[config.mk]
export PLATFORM = sky130hd
export DESIGN_NAME = vga_sync_gen
export DESIGN_NICKNAME = d
export VERILOG_FILES = /design/src/rtl/vga_sync_gen.sv
export SDC_FILE = /design/constraint.sdc
export NUM_CORES = 1
export LEC_CHECK = 0
export ABC_CLOCK_PERIOD_IN_PS = 2800
export CORE_UTILIZATION = 30
export DETAILED_ROUTE_END_ITERATION = 10
export GPL_ROUTABILITY_DRIVEN = 0
export SYNTH_ARGS = -nofsm -noshare
export SYNTH_HDL_FRONTEND = slang
export SYNTH_SLANG_ARGS = --single-unit
[constraint.sdc]
create_clock -name clock25 -period 2.8 [get_ports clock25]
set_input_delay 0.56 -clock clock25 [delete_from_list [all_inputs] [get_ports clock25]]
set_output_delay 0.56 -clock clock25 [all_outputs]
set_load 0.01 [all_outputs]
[src/rtl/vga_sync_gen.sv]
// VGA 640x480@60 Hz timing generator: registered syncs, visible flag,
// pixel coordinates and line/frame start pulses, all aligned to one pixel clock.
module vga_sync_gen #(
  parameter int unsigned H_VISIBLE = 640,
  parameter int unsigned H_FRONT   = 16,
  parameter int unsigned H_SYNC    = 96,
  parameter int unsigned H_BACK    = 48,
  parameter int unsigned V_VISIBLE = 480,
  parameter int unsigned V_FRONT   = 10,
  parameter int unsigned V_SYNC    = 2,
  parameter int unsigned V_BACK    = 33
) (
  input  logic       clock25,
  input  logic       reset_n,
  input  logic       in_EN,
  output logic       hsync_n,
  output logic       vsync_n,
  output logic       video_on,
  output logic [9:0] pixel_x,
  output logic [9:0] pixel_y,
  output logic       line_start,
  output logic       frame_start
);

  // Both totals must fit the 10-bit counters (<= 1024).
  localparam int unsigned H_TOTAL = H_VISIBLE + H_FRONT + H_SYNC + H_BACK;
  localparam int unsigned V_TOTAL = V_VISIBLE + V_FRONT + V_SYNC + V_BACK;

  localparam logic [9:0] H_MAX    = 10'(H_TOTAL - 1);
  localparam logic [9:0] V_MAX    = 10'(V_TOTAL - 1);
  localparam logic [9:0] H_VIS    = 10'(H_VISIBLE);
  localparam logic [9:0] V_VIS    = 10'(V_VISIBLE);
  localparam logic [9:0] HS_BEGIN = 10'(H_VISIBLE + H_FRONT);
  localparam logic [9:0] HS_END   = 10'(H_VISIBLE + H_FRONT + H_SYNC);
  localparam logic [9:0] VS_BEGIN = 10'(V_VISIBLE + V_FRONT);
  localparam logic [9:0] VS_END   = 10'(V_VISIBLE + V_FRONT + V_SYNC);

  logic       x_last;
  logic       y_last;
  logic [9:0] next_x;
  logic [9:0] next_y;

  always_comb begin
    x_last = (pixel_x == H_MAX);
    y_last = (pixel_y == V_MAX);
    next_x = x_last ? '0 : pixel_x + 10'd1;
    next_y = pixel_y;
    if (x_last) begin
      next_y = y_last ? '0 : pixel_y + 10'd1;
    end
  end

  // Flags decode the next-state coordinates so they line up with the
  // registered pixel_x/pixel_y; vsync_n can only move when next_y moves.
  always_ff @(posedge clock25 or negedge reset_n) begin
    if (!reset_n) begin
      pixel_x     <= H_MAX;
      pixel_y     <= V_MAX;
      hsync_n     <= 1'b1;
      vsync_n     <= 1'b1;
      video_on    <= 1'b0;
      line_start  <= 1'b0;
      frame_start <= 1'b0;
    end else if (in_EN) begin
      pixel_x     <= next_x;
      pixel_y     <= next_y;
      video_on    <= (next_x < H_VIS) && (next_y < V_VIS);
      hsync_n     <= !((next_x >= HS_BEGIN) && (next_x < HS_END));
      vsync_n     <= !((next_y >= VS_BEGIN) && (next_y < VS_END));
      line_start  <= x_last;
      frame_start <= x_last && y_last;
    end else begin
      line_start  <= 1'b0;
      frame_start <= 1'b0;
    end
  end

endmodule

==> summary.txt <==
run metrics: most common cell in the synthesized netlist=nand2_1, proportion of power drawn by combinational gates=25.3%, input/output buffers=27, number of routed nets with antenna violations=0, Max-Cap Viols=0, met3 routed WL=between 100 and 150 um, Final period util=84.4%, Post-Synth XOR/XNOR Area=3.88%, crit path max fanout=10, min cycle time layout=around 2400 ps, yosys stat cell total=167, Root Buffer=clkbuf_8, H-tree levels=1, share of layout cells above drive strength 1=14.3%, cell-internal power=0.667 mW, Top cells excl fill/tap=27 x clkdlybuf4s50_1, 15 x nand2_1, 13 x dfrtp_1, drt drc=0, RSZ-0062 raised after global routing=false, vias per inst=5.08, Critical Path, Cell by Cell=ha_1, and4_1, and3_1, nand2_1, nor3b_1, xor2_1, vias in the first global route=1,138, Bufs on Longest Clock Path=2, Pins Over Slew Limit=0, top cell type by total area after synthesis=dfrtp_1, CP bufs+invs=0, uppermost layer routed=met3, Seq share, synth=40.5%, Syn Std Cell Area=1580 um2, area fraction in mux cells=3.48%, status=complete, no violations, final core occ=37.7%, placed cell areas=1880 um2, FFs w/ async S/R, synth=100%, Worst Path Required=between 2000 and 3000 ps, Switch Pwr=0.299 mW, Slowest-stage cell, CP=dfstp_2, Basic Gates by Area=25.8%, slowest stage delay, CP=580 ps, ant diodes=0, setup TNS=0 ps, largest net degree at the start of global routing=26, die width=between 70 and 80 um, total power=about 0.97 mW, Tightest Pin Transition=635 ps, Final Setup Violations=0, cell family with most CP delay=simple AND/OR/NAND/NOR gates, CTS Sinks=25, Flop pwr share=52.1%, stage-log warning count=27, Crit path arrival time=2560 ps, die height=74.6 um, Synth flops=25, Post-DP HPWL=between 2 and 3 mm, ys flop type=dfrtp_1, GR Overflow Total=0, Cells after Synth=167, Max Fclk=423 MHz, I/O pins=28, Layout Nets=196, clk slew on worst S/H paths=90 ps, library cells used by synthesis=48, antenna violations before repair=0, dpl ws=approximately 490 ps, Yosys warnings=0, Hold Crit Class=register to register, Crit. End Element=register, floorplan net count=173, final instance area=1920 um2, CTS buffer count=3, Core Rows=26, Worst VDD drop=260 uV, CTS tree=yes, Pre-Place Util=31.0%, total setup buffers inserted after CTS=0, Worst setup SP type=register, Synth top area share=20.6%, most common library cells after synthesis=15 x nand2_1, 13 x dfrtp_1, 12 x dfstp_2, 12 x nand3_1, DR pass1 iterations=4, Total Routing Usage GR=13.5%, Initial DRC Count=86, Post-CTS Resized=0, Yosys Chip Area=1580 um2, core area=5110 um2, met2 WL=1.58 mm, Syn Area/Cell=around 9.5 um2, Post-Route M1 WL=1.82 mm, Main logic family=simple AND/OR/NAND/NOR gates, Pleak=approximately 0.71 nW, number of enable flip-flop cells=0, Setup Skew=2.00 ps, crit path kind=register to register, largest cells by area after synthesis=dfrtp_1 21%, dfstp_2 20%, nand3_1 3.8%, nand2_1 3.6%, o21ai_0 3.5%, FA/HA/MAJ Cells, Area Fraction=2.37%, Fin. Hold Viols=0, post-synthesis to final-layout area growth=21.6%, hold-fix buffer count after cts=0, Compound Share, Synth=about 18%, total power divided by cell area=502 nW/um2, fin worst setup slack=438 ps, Sw Ratio=31.0%, first-pass GRT wire length=5.80 mm, Die Size=5570 um2, Rel. slew slack=around 57%
## cell families (layout without fill, tap and decap cells)
kind of cell	after synthesis	after routing
and+or+nand+nor	70	70
AOI/OAI and AO/OA	40	40
DFF	25	25
buffers and inverters	17	39
xor gates and xnor gates	7	7
muxes	5	5
adders and majority gates	3	3
## tightest hold or removal path, delay by kind of cell (launching register included)
kind / cells / cell delay [ps]
flops: 1 / 380
simple gates: 1 / 80
compound gates: 1 / 50
## per-layer routing
metal  up-vias  GRT usage [%]
met3         0           1.76
met2        26           19.5
met4         0           3.98
li1        669              -
met1       622           20.9
met5         -              0
## power groups by stage
stage	combinational [mW]	sequential, mW	clock [mW]
after detailed placement	0.244	0.511	0
after CTS	0.246	0.505	0.224
after global placement	0.244	0.511	0
after global routing	0.269	0.516	0.231
after floorplan	0.123	0.510	0
final	0.244	0.504	0.218
## final cells by class
cell class	count	area (um2)
repair buffers	29	285
inverters	6	22.5
fillers	522	3180
multi-input cells	125	842
well taps	70	87.6
flip-flops and latches	25	641
clock buffers	4	45.0
## flip-flops by register name, summed over array words and instances (netlist names)
name         cells
video_on         1
frame_start      1
line_start       1
hsync_n          1
pixel_x         10
vsync_n          1
pixel_y         10
## stage by stage
stage,hold WS (ps),cells
finish,505,259
CTS,510,259
detailed placement,491,255
floorplan,264,167
global placement,493,255
global route,530,259
## worst paths after layout
check | from | end | slack (ps) | cells past startpoint
setup / recovery | pixel_x[0] | pixel_y[5] | 440 | 6
hold / removal | hsync_n | hsync_n | 510 | 2
setup reg to reg | pixel_x[0] | pixel_y[5] | 440 | 6
hold reg to reg | hsync_n | hsync_n | 510 | 2
max in group asynchronous | reset_n | pixel_x[4] | 1860 | 2
min in group asynchronous | reset_n | line_start | 650 | 2
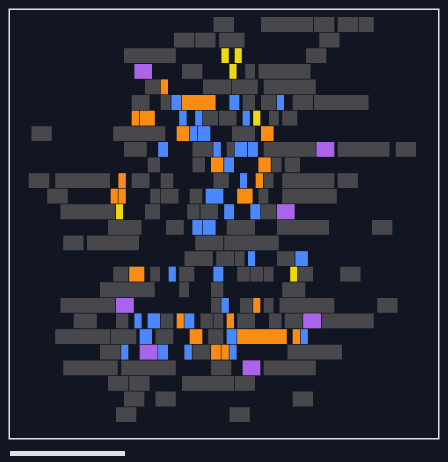
Figure 1: gate-type map.
Scale bar: 20 um.
legend:
  purple:
    family: xor and xnor cells
    cells: 7
  orange:
    family: nor cells
    cells: 22
  blue:
    family: nand cells
    cells: 34
  yellow:
    family: inv cells
    cells: 6
Comb area share: 43.8%
Final Non-Filler Cells: 259
Top cell excl fill/tap: clkdlybuf4s50_1

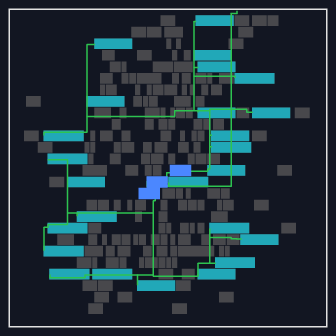
Figure 2: clock network drawn from the DEF.
legend:
  blue:
    item: clock-net drivers
    count: 3
  green:
    item: clock wires
    length: 345 um
  cyan:
    item: flip-flops
    count: 25
routed clock nets: 4
clk latency late pin: 260 ps
Clk power: 0.218 mW
clock power share: 22.6%

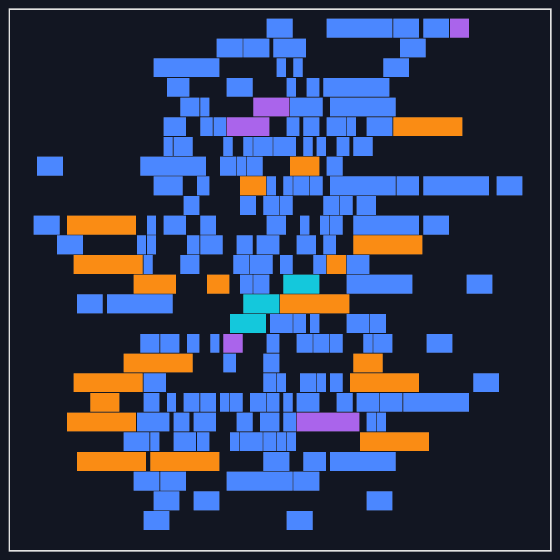
Figure 3: drive-strength map.
legend:
  blue:
    size: x1 and smaller
    cells: 162
    share: 86%
  orange:
    size: x2
    cells: 19
    share: 10%
  purple:
    size: x3 and x4
    cells: 5
    share: 2.6%
  cyan:
    size: x6 and larger
    cells: 3
    share: 1.6%

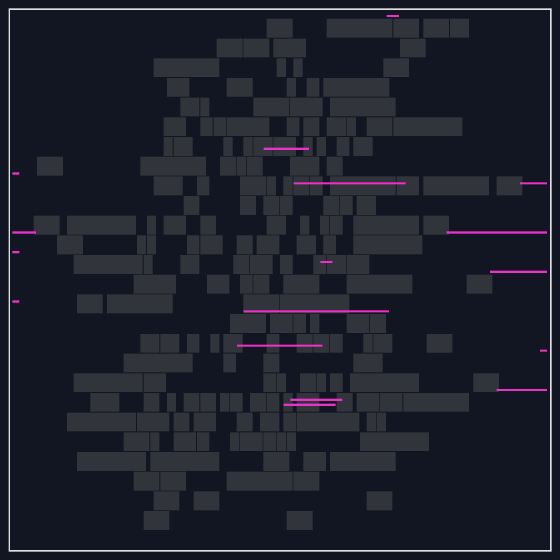
Figure 4: metal 3.
Cells faint in the background.
nets with wire on the layer: 16
longest straight run: 19.8 um
final wirelength: 3.51 mm
via count: 1,317

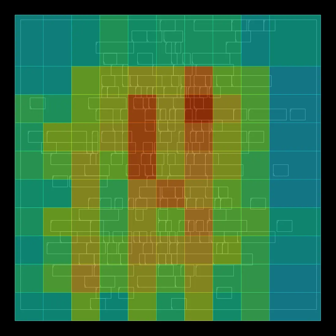
Figure 5: routing congestion.
most used routing layer: met1
DR WL/cell: 13.6 um

Power and IR drop assume default switching activity.
